[src/rtl/img_pkg.sv]
// img_pkg
// Shared image geometry, ImgRam/Avalon address widths, the serializer
// state encoding, and a lane-select helper for the HPS image loader.
package img_pkg;

  localparam int IMG_W      = 160;
  localparam int IMG_H      = 120;
  localparam int IMG_PIXELS = IMG_W * IMG_H;
  localparam int RAM_AW     = 15;
  localparam int WORD_AW    = 13;

  typedef enum logic {
    IDLE,
    EMIT
  } loader_state_t;

  // Index of the lowest set bit of a 4-lane byteenable mask (0 when empty).
  function automatic logic [1:0] lowest_lane(input logic [3:0] mask);
    logic [1:0] idx;
    idx = 2'd0;
    for (int i = 3; i >= 0; i--) begin
      if (mask[i]) idx = 2'(i);
    end
    return idx;
  endfunction

endpackage

[src/rtl/loader_word_fifo.sv]
// loader_word_fifo
// Small synchronous FIFO holding packed Avalon write words ahead of the
// byte serializer.
// Ports:
//   clk, reset          clock and asynchronous active-high reset
//   push, push_data     write side (push is ignored while full)
//   pop, pop_data       read side; pop_data shows the head (first-word fall-through)
//   full, empty, count  occupancy status, all from registered state
module loader_word_fifo #(
  parameter int WIDTH = 49,
  parameter int DEPTH = 4
) (
  input  logic                       clk,
  input  logic                       reset,
  input  logic                       push,
  input  logic [WIDTH-1:0]           push_data,
  input  logic                       pop,
  output logic [WIDTH-1:0]           pop_data,
  output logic                       full,
  output logic                       empty,
  output logic [$clog2(DEPTH):0]     count
);

  localparam int AW = $clog2(DEPTH);

  logic [WIDTH-1:0] mem [DEPTH];
  logic [AW-1:0]    wr_ptr;
  logic [AW-1:0]    rd_ptr;
  logic             push_ok;
  logic             pop_ok;

  assign full     = (count == (AW+1)'(DEPTH));
  assign empty    = (count == '0);
  assign push_ok  = push && !full;
  assign pop_ok   = pop && !empty;
  assign pop_data = mem[rd_ptr];

  // Storage is not reset: only the pointers and count decide what is valid.
  always_ff @(posedge clk) begin
    if (push_ok) mem[wr_ptr] <= push_data;
  end

  // Pointers wrap naturally because DEPTH is a power of two.
  always_ff @(posedge clk or posedge reset) begin
    if (reset) begin
      wr_ptr <= '0;
      rd_ptr <= '0;
      count  <= '0;
    end else begin
      if (push_ok) wr_ptr <= wr_ptr + 1'b1;
      if (pop_ok)  rd_ptr <= rd_ptr + 1'b1;
      case ({push_ok, pop_ok})
        2'b10:   count <= count + 1'b1;
        2'b01:   count <= count - 1'b1;
        default: count <= count;
      endcase
    end
  end

endmodule

[src/rtl/hps_image_loader.sv]
// hps_image_loader
// Avalon-MM write slave that takes 32-bit words of four packed pixels from
// the HPS bridge, queues them, and replays them as one-byte ImgRam writes.
// Also produces the busy / load_done status used by the processing FSM.
// Ports:
//   clk, reset                 clock and asynchronous active-high reset
//   avs_*                      Avalon-MM write slave (no reads)
//   clear                      synchronous pulse starting a new image load
//   ram_wraddress/data/wren    registered ImgRam write port
//   busy, load_done            loader activity and sticky completion flag
//   pixel_count, addr_error    bytes written since clear, sticky range fault
module hps_image_loader #(
  parameter int IMG_PIXELS = img_pkg::IMG_PIXELS,
  parameter int FIFO_DEPTH = 4,
  parameter int RAM_AW     = img_pkg::RAM_AW,
  parameter int WORD_AW    = img_pkg::WORD_AW
) (
  input  logic               clk,
  input  logic               reset,
  input  logic [WORD_AW-1:0] avs_address,
  input  logic               avs_chipselect,
  input  logic               avs_write,
  input  logic [31:0]        avs_writedata,
  input  logic [3:0]         avs_byteenable,
  output logic               avs_waitrequest,
  input  logic               clear,
  output logic [RAM_AW-1:0]  ram_wraddress,
  output logic [7:0]         ram_data,
  output logic               ram_wren,
  output logic               busy,
  output logic               load_done,
  output logic [RAM_AW-1:0]  pixel_count,
  output logic               addr_error
);

  import img_pkg::*;

  localparam int FW = WORD_AW + 32 + 4;
  localparam int CW = $clog2(FIFO_DEPTH) + 1;
  localparam logic [WORD_AW-1:0] WORD_LIMIT = WORD_AW'(IMG_PIXELS / 4);
  localparam logic [RAM_AW-1:0]  PIX_MAX    = RAM_AW'(IMG_PIXELS);

  logic               push;
  logic               pop;
  logic               fifo_full;
  logic               fifo_empty;
  logic [CW-1:0]      fifo_count;
  logic [CW-1:0]      fifo_count_next;
  logic [FW-1:0]      head;
  logic [WORD_AW-1:0] head_addr;
  logic [31:0]        head_data;
  logic [3:0]         head_be;
  logic               head_ok;

  loader_state_t      state;
  logic [WORD_AW-1:0] w_addr;
  logic [31:0]        w_data;
  logic [3:0]         w_mask;
  logic [1:0]         lane;
  logic [3:0]         rest_mask;
  logic               last_lane;
  logic               emit;
  logic               goes_emit;

  assign avs_waitrequest = fifo_full;
  assign push = avs_chipselect && avs_write && !fifo_full;
  assign {head_addr, head_data, head_be} = head;

  loader_word_fifo #(
    .WIDTH (FW),
    .DEPTH (FIFO_DEPTH)
  ) u_fifo (
    .clk       (clk),
    .reset     (reset),
    .push      (push),
    .push_data ({avs_address, avs_writedata, avs_byteenable}),
    .pop       (pop),
    .pop_data  (head),
    .full      (fifo_full),
    .empty     (fifo_empty),
    .count     (fifo_count)
  );

  // Serializer control: a new word is popped when idle, or on the last
  // enabled lane so full words stream back to back without a bubble.
  // Words with no enabled lanes or an out-of-range address are popped and
  // dropped without entering EMIT.
  always_comb begin
    emit      = (state == EMIT);
    rest_mask = w_mask & ~(4'b0001 << lane);
    last_lane = (rest_mask == 4'b0000);
    pop       = !fifo_empty && (!emit || last_lane);
    head_ok   = (head_be != 4'b0000) && (head_addr < WORD_LIMIT);
    goes_emit = (emit && !last_lane) || (pop && head_ok);
    case ({push, pop})
      2'b10:   fifo_count_next = fifo_count + 1'b1;
      2'b01:   fifo_count_next = fifo_count - 1'b1;
      default: fifo_count_next = fifo_count;
    endcase
  end

  // Serializer FSM with registered RAM port and status. busy is computed
  // from next-cycle occupancy/state so it is already high the cycle after
  // the accepting edge. Setting events win over clear so an in-flight byte
  // counts toward the new load.
  always_ff @(posedge clk or posedge reset) begin
    if (reset) begin
      state         <= IDLE;
      w_addr        <= '0;
      w_data        <= '0;
      w_mask        <= '0;
      lane          <= '0;
      ram_wren      <= 1'b0;
      ram_wraddress <= '0;
      ram_data      <= '0;
      busy          <= 1'b0;
      load_done     <= 1'b0;
      pixel_count   <= '0;
      addr_error    <= 1'b0;
    end else begin
      state <= goes_emit ? EMIT : IDLE;
      busy  <= (fifo_count_next != '0) || goes_emit;

      ram_wren <= emit;
      if (emit) begin
        ram_wraddress <= RAM_AW'({w_addr, lane});
        ram_data      <= w_data[{lane, 3'b000} +: 8];
      end

      if (emit && !last_lane) begin
        w_mask <= rest_mask;
        lane   <= lowest_lane(rest_mask);
      end else if (pop && head_ok) begin
        w_addr <= head_addr;
        w_data <= head_data;
        w_mask <= head_be;
        lane   <= lowest_lane(head_be);
      end

      if (clear) begin
        pixel_count <= emit ? RAM_AW'(1) : '0;
        load_done   <= 1'b0;
      end else if (emit && pixel_count != PIX_MAX) begin
        pixel_count <= pixel_count + 1'b1;
        if (pixel_count == PIX_MAX - 1'b1) load_done <= 1'b1;
      end

      if (pop && head_be != 4'b0000 && head_addr >= WORD_LIMIT)
        addr_error <= 1'b1;
      else if (clear)
        addr_error <= 1'b0;
    end
  end

endmodule

[config.mk]
export PLATFORM = sky130hd
export DESIGN_NAME = hps_image_loader
export DESIGN_NICKNAME = d
export VERILOG_FILES = /design/src/rtl/img_pkg.sv /design/src/rtl/loader_word_fifo.sv /design/src/rtl/hps_image_loader.sv
export SDC_FILE = /design/constraint.sdc
export NUM_CORES = 1
export LEC_CHECK = 0
export ABC_AREA = 0
export ABC_CLOCK_PERIOD_IN_PS = 3100
export CAP_MARGIN = 10
export CELL_PAD_IN_SITES_DETAIL_PLACEMENT = 0
export CELL_PAD_IN_SITES_GLOBAL_PLACEMENT = 1
export CORE_MARGIN = 1.5
export CORE_UTILIZATION = 45
export CTS_CLUSTER_DIAMETER = 80
export DETAILED_ROUTE_END_ITERATION = 12
export PLACE_DENSITY_LB_ADDON = 0.1
export SYNTH_ARGS = -nofsm -noshare
export SYNTH_HDL_FRONTEND = slang
export SYNTH_SLANG_ARGS = --single-unit
[constraint.sdc]
create_clock -name clk -period 3.1 [get_ports clk]
set_clock_uncertainty 0.05 [all_clocks]
set_input_delay 0.465 -clock clk [delete_from_list [all_inputs] [get_ports clk]]
set_output_delay 0.465 -clock clk [all_outputs]
set_load 0.01 [all_outputs]
Figure 1. Routed metal, one color a layer (run 1).
Two of the layers only.
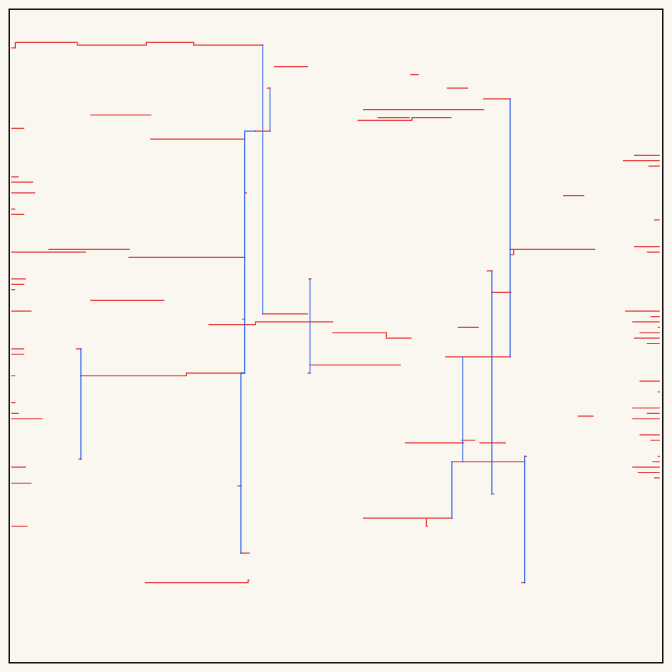
Blue stands for met4, wire length 436 µm. Red stands for met3, wire length 733 µm.
mean routed wirelength per cell: 20.3 µm
gr usage total: 16.9%

Figure 2. Where the registers sit (run 1).
Other sequential cells in the stronger gray, the rest of the logic in the fainter gray.
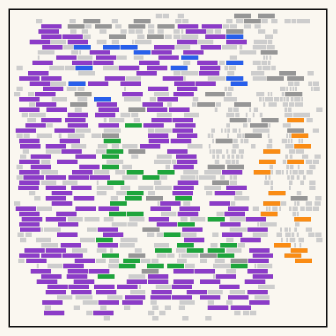
Blue stands for w_addr, placed flops 13. Green stands for w_data, placed flops 32. Purple stands for u_fifo.mem, placed flops 196, where widely spread. Orange stands for pixel_count, placed flops 15.
fin util: 54.4%
register share of the cell area: 59.7%
Seq power: 5.73 mW
FF+latch area: 8420 µm²

Figure 3. M3 wires (run 1).
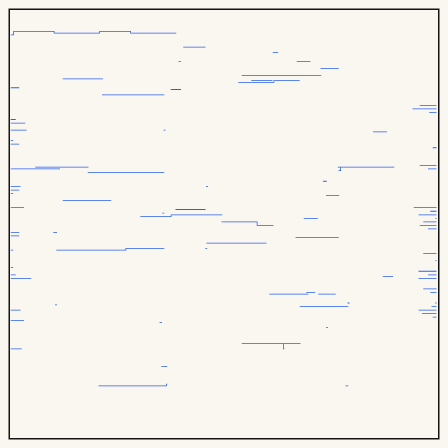
The longest straight run is 30.4 µm. The layer carries 733 µm of wire. 61 nets have wire on it. The wires run mostly horizontal. The layer holds 3.3% of the routed length.
Routed WL: 22200 µm
vias: 5849
routing usage on met3: 2.56%

==> results_slide.txt, run 1 <==
Physical Implementation Snapshot

Status
  – Status: completed

Global routing
  – Remaining global-route overflow: 0
  – First-pass GRT wire length: 34700 µm

Cells and area
  – Area Overhead vs Synth: 19.5%
  – # fillers: 2029
  – Final Non-Filler Cells: ~1100
  – Most numerous logic cells after layout: 196 x edfxtp_1, 98 x dfrtp_1, 96 x clkdlybuf4s50_1, 56 x mux4_2, 38 x mux2_2
  – Number of flip-flops in the largest register: 196
  – Signal inverters: 16
  – Logic area: roughly 3100 µm²
  – Fin nets: approximately 800
  – Layout cells sized above 1: 25.4%
  – Registers: ~300

Routing
  – Met2 routed WL: between 10000 and 15000 µm
  – Vias per std cell: approximately 5.4
  – Metal1 wirelength: 9950 µm
  – Max Used Layer: met4
  – DRT Pass-1 Iters: 5

Setup path
  – Startpoint types: register
  – Worst R2R Start: u_fifo.rd_ptr[0]
  – Worst Path Max Fanout: 24
  – Critical Path Start: u_fifo.rd_ptr[0]
  – Buf+Inv Stages, Crit Path: 1
  – WS Path Type: reg -> reg
  – CP Cell Sequence: mux4_1 -> a211o_1 -> o21ai_2 -> o2111a_2 -> buf_4 -> mux2_2
  – Worst path slowest cell: mux4_1
  – CP Data Arrival Time: 3.21 ns
  – FF-to-FF End: w_addr[7]
  – Reg2Reg Setup Slack: 0.26 ns

Yosys
  – Register share after synthesis: approximately 71%
  – Adder-cell share of the synthesized area: 1.27%
  – Synth top area cells: edfxtp_1 50%, dfrtp_1 21%, mux4_2 11%
  – Synth Warn #: 0
  – Cell with the most instances after synthesis: edfxtp_1
  – Leading area contributor after synthesis: edfxtp_1
  – Area leader share: between 40% and 50%
  – Post-Synth AOI/OAI Area: under 10%
  – Synth Area in XOR/XNOR: 1.41%
  – Mux cell area share: 18.7%

Run
  – OpenROAD warning count: 35

STA
  – Slew Limit Headroom: 56.1%
  – Slew Viols, Final: 0
  – Final worst slack: 0.258 ns
  – Unrepaired setup endpoints after global routing: false
  – Tcrit/Tclk final: about nine tenths
  – # setup viols final: 0

Clock network
  – CTS tree: done
  – Clk Tree Root Cell: clkbuf_16

Pwr
  – Pwr Density: 986 nW/µm²
  – Clk pwr: 3.27 mW
  – Sequential power share: 41.2%
  – Power share of the combinational group: 35.3%
  – Combinational power: 4.91 mW

Floorplan
  – # rows: between 50 and 60
  – I/O pin count: approximately 97
  – Total die size: roughly 27000 µm²

Placement
  – Placement Cell Area: 13200 µm²
  – GPL Wtd Cong: 0.769
==> run 1 -> run 2 <==
- CORE_UTILIZATION: 45 -> 47
- CTS_BUF_LIST: default -> sky130_fd_sc_hd__clkbuf_8
Figure 4. Track usage over the die (run 2).
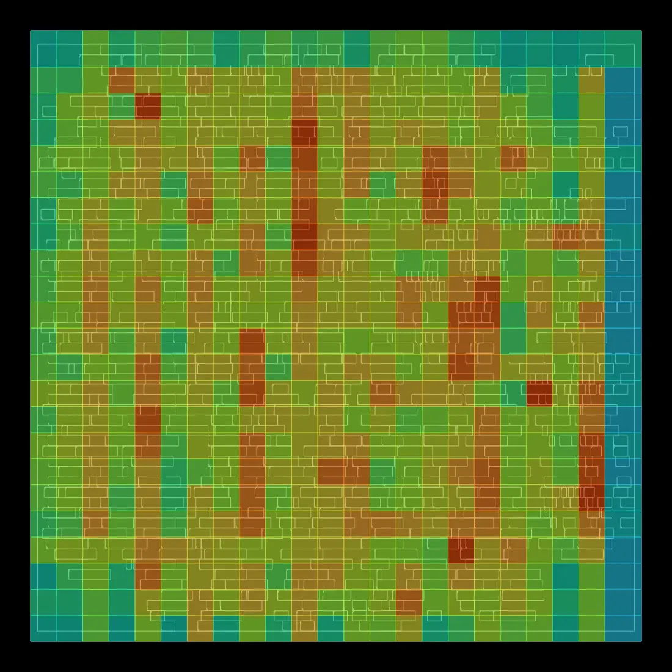
routing usage on met3: 3.54%
GRT met1 Usage: 25.6%
global route hottest layer: met2
mean routed wirelength per cell: 20.5 µm

Figure 5. Where the registers sit (run 2).
Other sequential cells in the stronger gray, the rest of the logic in the fainter gray.
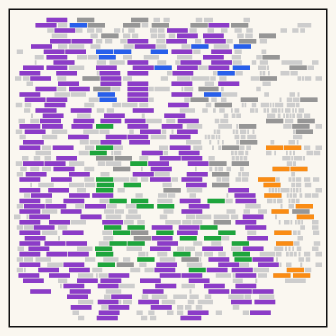
Purple stands for u_fifo.mem, placed flops 196, where widely spread. Orange stands for pixel_count, placed flops 15. Blue stands for w_addr, placed flops 13. Green stands for w_data, placed flops 32.
Another 41 sequential cells are not colored.

==> run 2 against run 1 <==
Area after synthesis is the same. Sequential cell count is the same. Power grew 1.4%. Cell area grew 1.0%. Critical endpoint is now w_addr[10]. Largest cell class unchanged.
==> results_slide.txt, run 2 <==
Physical Implementation Snapshot

Cells and area
  – Layout cells sized above 1: 27.9%
  – Fin nets: 821
  – Number of flip-flops in the largest register: 196
  – Registers: 297
  – Register share of the cell area: a little under 60%
  – Most numerous logic cells after layout: 196 x edfxtp_1, 99 x dfrtp_1, 96 x clkdlybuf4s50_1, 61 x clkbuf_8, 56 x mux4_2
  – Final Non-Filler Cells: 1119
  – # fillers: 1841
  – Signal inverters: 16
  – FF+latch area: about 8400 µm²
  – Fin util: 58.3%
  – Logic area: 3140 µm²
  – Area Overhead vs Synth: 20.7%

Global routing
  – First-pass GRT wire length: 36600 µm
  – Remaining global-route overflow: 0
  – Gr usage total: 18.4%

Yosys
  – Mux cell area share: about a fifth
  – Synth top area cells: edfxtp_1 50%, dfrtp_1 21%, mux4_2 11%
  – Adder-cell share of the synthesized area: about 1.3%
  – Cell with the most instances after synthesis: edfxtp_1
  – Yosys cell count: 616
  – Synth Area in XOR/XNOR: 1.41%
  – Register share after synthesis: 71.3%
  – Synth Warn #: 0
  – Asr flop ratio synth: 34.0%
  – Leading area contributor after synthesis: edfxtp_1

STA
  – Slew Limit Headroom: 61.9%
  – Final worst slack: 0.304 ns
  – # setup viols final: 0
  – Unrepaired setup endpoints after global routing: false
  – Tcrit/Tclk final: 90.2%
  – Slew Viols, Final: 0

Setup path
  – Buf+Inv Stages, Crit Path: 1
  – Reg2Reg Setup Slack: 0.30 ns
  – Startpoint types: register
  – WS Path Type: reg -> reg
  – Worst path slowest cell: mux4_1
  – CP Cell Sequence: mux4_1 -> a211o_1 -> o21ai_2 -> o2111a_2 -> buf_4 -> mux2_2
  – Worst R2R Start: u_fifo.rd_ptr[0]
  – Critical Path Start: u_fifo.rd_ptr[0]
  – Worst Path Max Fanout: 21
  – CP Data Arrival Time: 3.17 ns
  – FF-to-FF End: w_addr[10]

Floorplan
  – Total die size: 26100 µm²
  – I/O pin count: slightly below 100
  – # rows: 57

Pwr
  – Pwr Density: 990 nW/µm²
  – Pwr top: registers
  – Combinational power: a little under 5 mW
  – Clk pwr: 3.42 mW
  – Power share of the combinational group: a little over a third
  – Seq power: approximately 5.7 mW
  – Sequential power share: about 40%

Clock network
  – Clock sinks: 297
  – Clk Tree Root Cell: clkbuf_8
  – CTS tree: done

Placement
  – Placement Cell Area: 13200 µm²
  – Number of port buffers: about 96
  – GPL Wtd Cong: 0.730

Min path
  – Hold WC Path Type: in -> async

Routing
  – Vias per std cell: 5.33
  – Max Used Layer: met4
  – Met2 routed WL: approximately 11000 µm
  – Metal1 wirelength: 10500 µm
  – Routed WL: approximately 23000 µm

Status
  – Status: completed

Run
  – OpenROAD warning count: 35
Figure 6. Routed metal, one color a layer (run 2).
Two of the layers only.
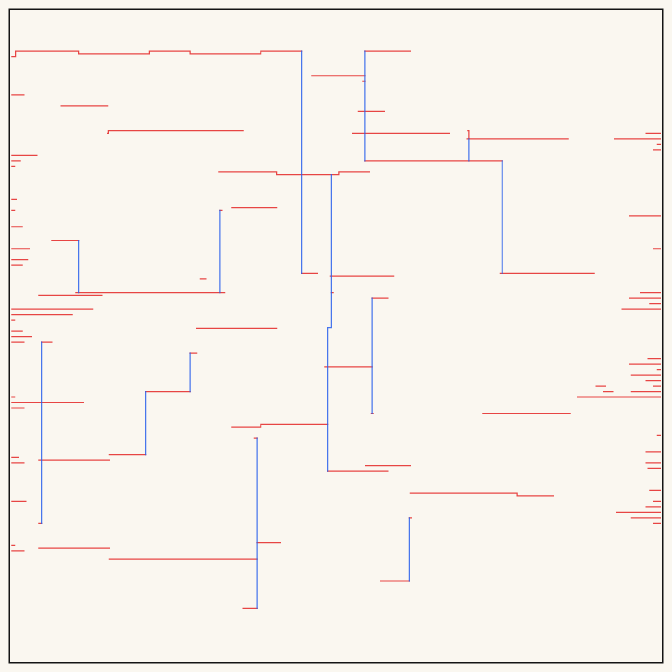
Blue stands for met4, wire length 380 µm. Red stands for met3, wire length 900 µm.

==> run 2 -> run 3 <==
- CORE_MARGIN: 1.5 -> default
- GPL_ROUTABILITY_DRIVEN: default -> 0
Figure 7. Pin map (run 3).
Pins as bars across the die edge, other pins in gray.
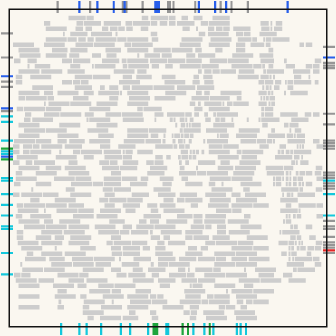
Green stands for ram_data, pins 8, direction output, edge 6 bottom, 2 left. Red stands for clear, pins 1, direction input, edge right. Blue stands for ram_wraddress, pins 15, direction output, edge 11 top, 3 left, 1 right. Cyan stands for avs_writedata, pins 32, direction input, edge 15 bottom, 14 left, 3 right.

Figure 8. Track usage over the die (run 3).
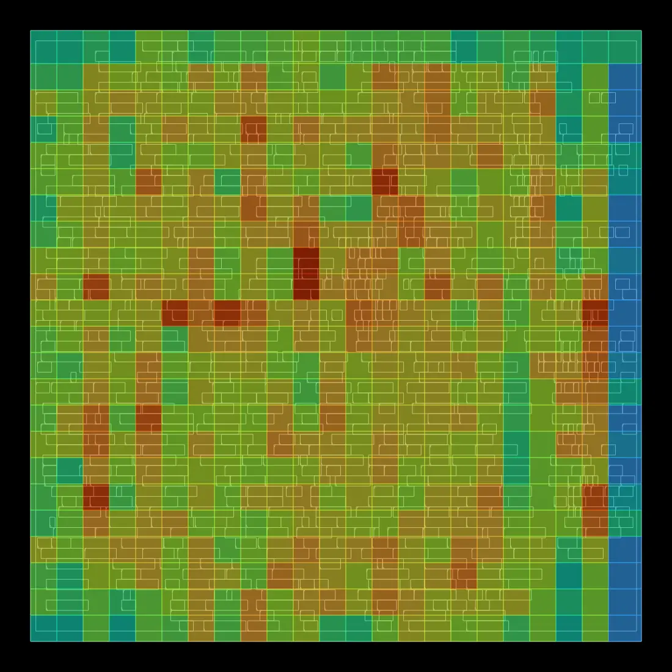
fin util: 57.9%
mean routed wirelength per cell: 20.4 µm
GRT met1 Usage: 26.2%
gr usage total: 18.7%

==> run 3 against run 2 <==
Global-route usage rose by 0.32 points. Synthesized cell count did not move. Sequential power hardly changed.
==> results_slide.txt, run 3 <==
Physical Implementation Snapshot

Pwr
  – Sequential power share: 41.2%
  – Combinational power: 5.05 mW
  – Pwr top: registers
  – Pwr Density: around 990 nW/µm²
  – Power share of the combinational group: 36.1%
  – Clk pwr: 3.17 mW

Yosys
  – Post-Synth AOI/OAI Area: 2.11%
  – Leading area contributor after synthesis: edfxtp_1
  – Synth Area in XOR/XNOR: under 10%
  – Yosys cell count: 616
  – Mux cell area share: 18.7%
  – Asr flop ratio synth: 34.0%
  – Adder-cell share of the synthesized area: 1.27%
  – Area leader share: between 40% and 50%

Clock network
  – Clk Tree Root Cell: clkbuf_8
  – CTS tree: done
  – Clock sinks: approximately 300

STA
  – Tcrit/Tclk final: between 90% and 100%
  – Final worst slack: 0.117 ns
  – Slew Limit Headroom: 55.0%

Cells and area
  – Most numerous logic cells after layout: 196 x edfxtp_1, 98 x dfrtp_1, 96 x clkdlybuf4s50_1, 58 x clkbuf_8, 56 x mux4_2
  – # fillers: about 1900
  – Number of flip-flops in the largest register: 196
  – Layout cells sized above 1: 27.6%
  – FF+latch area: 8420 µm²
  – Fin nets: 819
  – Signal inverters: 16
  – Area Overhead vs Synth: 20.1%

Setup path
  – CP Cell Sequence: mux4_1 -> a211o_1 -> o21ai_2 -> o2111a_2 -> buf_12 -> mux2_2
  – Critical Path Start: u_fifo.rd_ptr[0]
  – FF-to-FF End: w_data[3]
  – Worst path slowest cell: mux4_1
  – Buf+Inv Stages, Crit Path: 1
  – Worst R2R Start: u_fifo.rd_ptr[0]
  – Reg2Reg Setup Slack: ~0.12 ns
  – Startpoint types: register
  – Worst Path Max Fanout: 19
  – WS Path Type: reg -> reg

Routing
  – Vias per std cell: ~5.3
  – Routed WL: between 20000 and 25000 µm
  – Max Used Layer: met4
  – Vias: between 5000 and 6000

Status
  – Status: completed

Global routing
  – Remaining global-route overflow: 0
  – Routing usage on met3: 3.80%
  – Global route hottest layer: met2
  – First-pass GRT wire length: 36800 µm

Floorplan
  – Total die size: 25700 µm²
  – # rows: 57

Min path
  – Hold WC Path Type: in -> async

Run
  – OpenROAD warning count: 33

Placement
  – Number of port buffers: 96
Figure 9. Where the registers sit (run 3).
Other sequential cells in the stronger gray, the rest of the logic in the fainter gray.
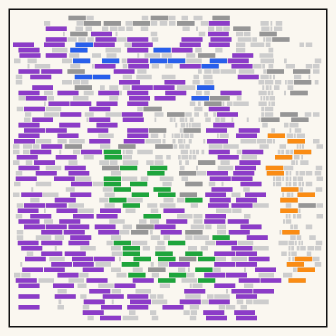
Blue stands for w_addr, placed flops 13, where top center. Orange stands for pixel_count, placed flops 15. Green stands for w_data, placed flops 32. Purple stands for u_fifo.mem, placed flops 196, where widely spread.
Seq power: 5.75 mW
register share of the cell area: 59.4%

No activity file was given, so power comes from the tool's default toggle rates.
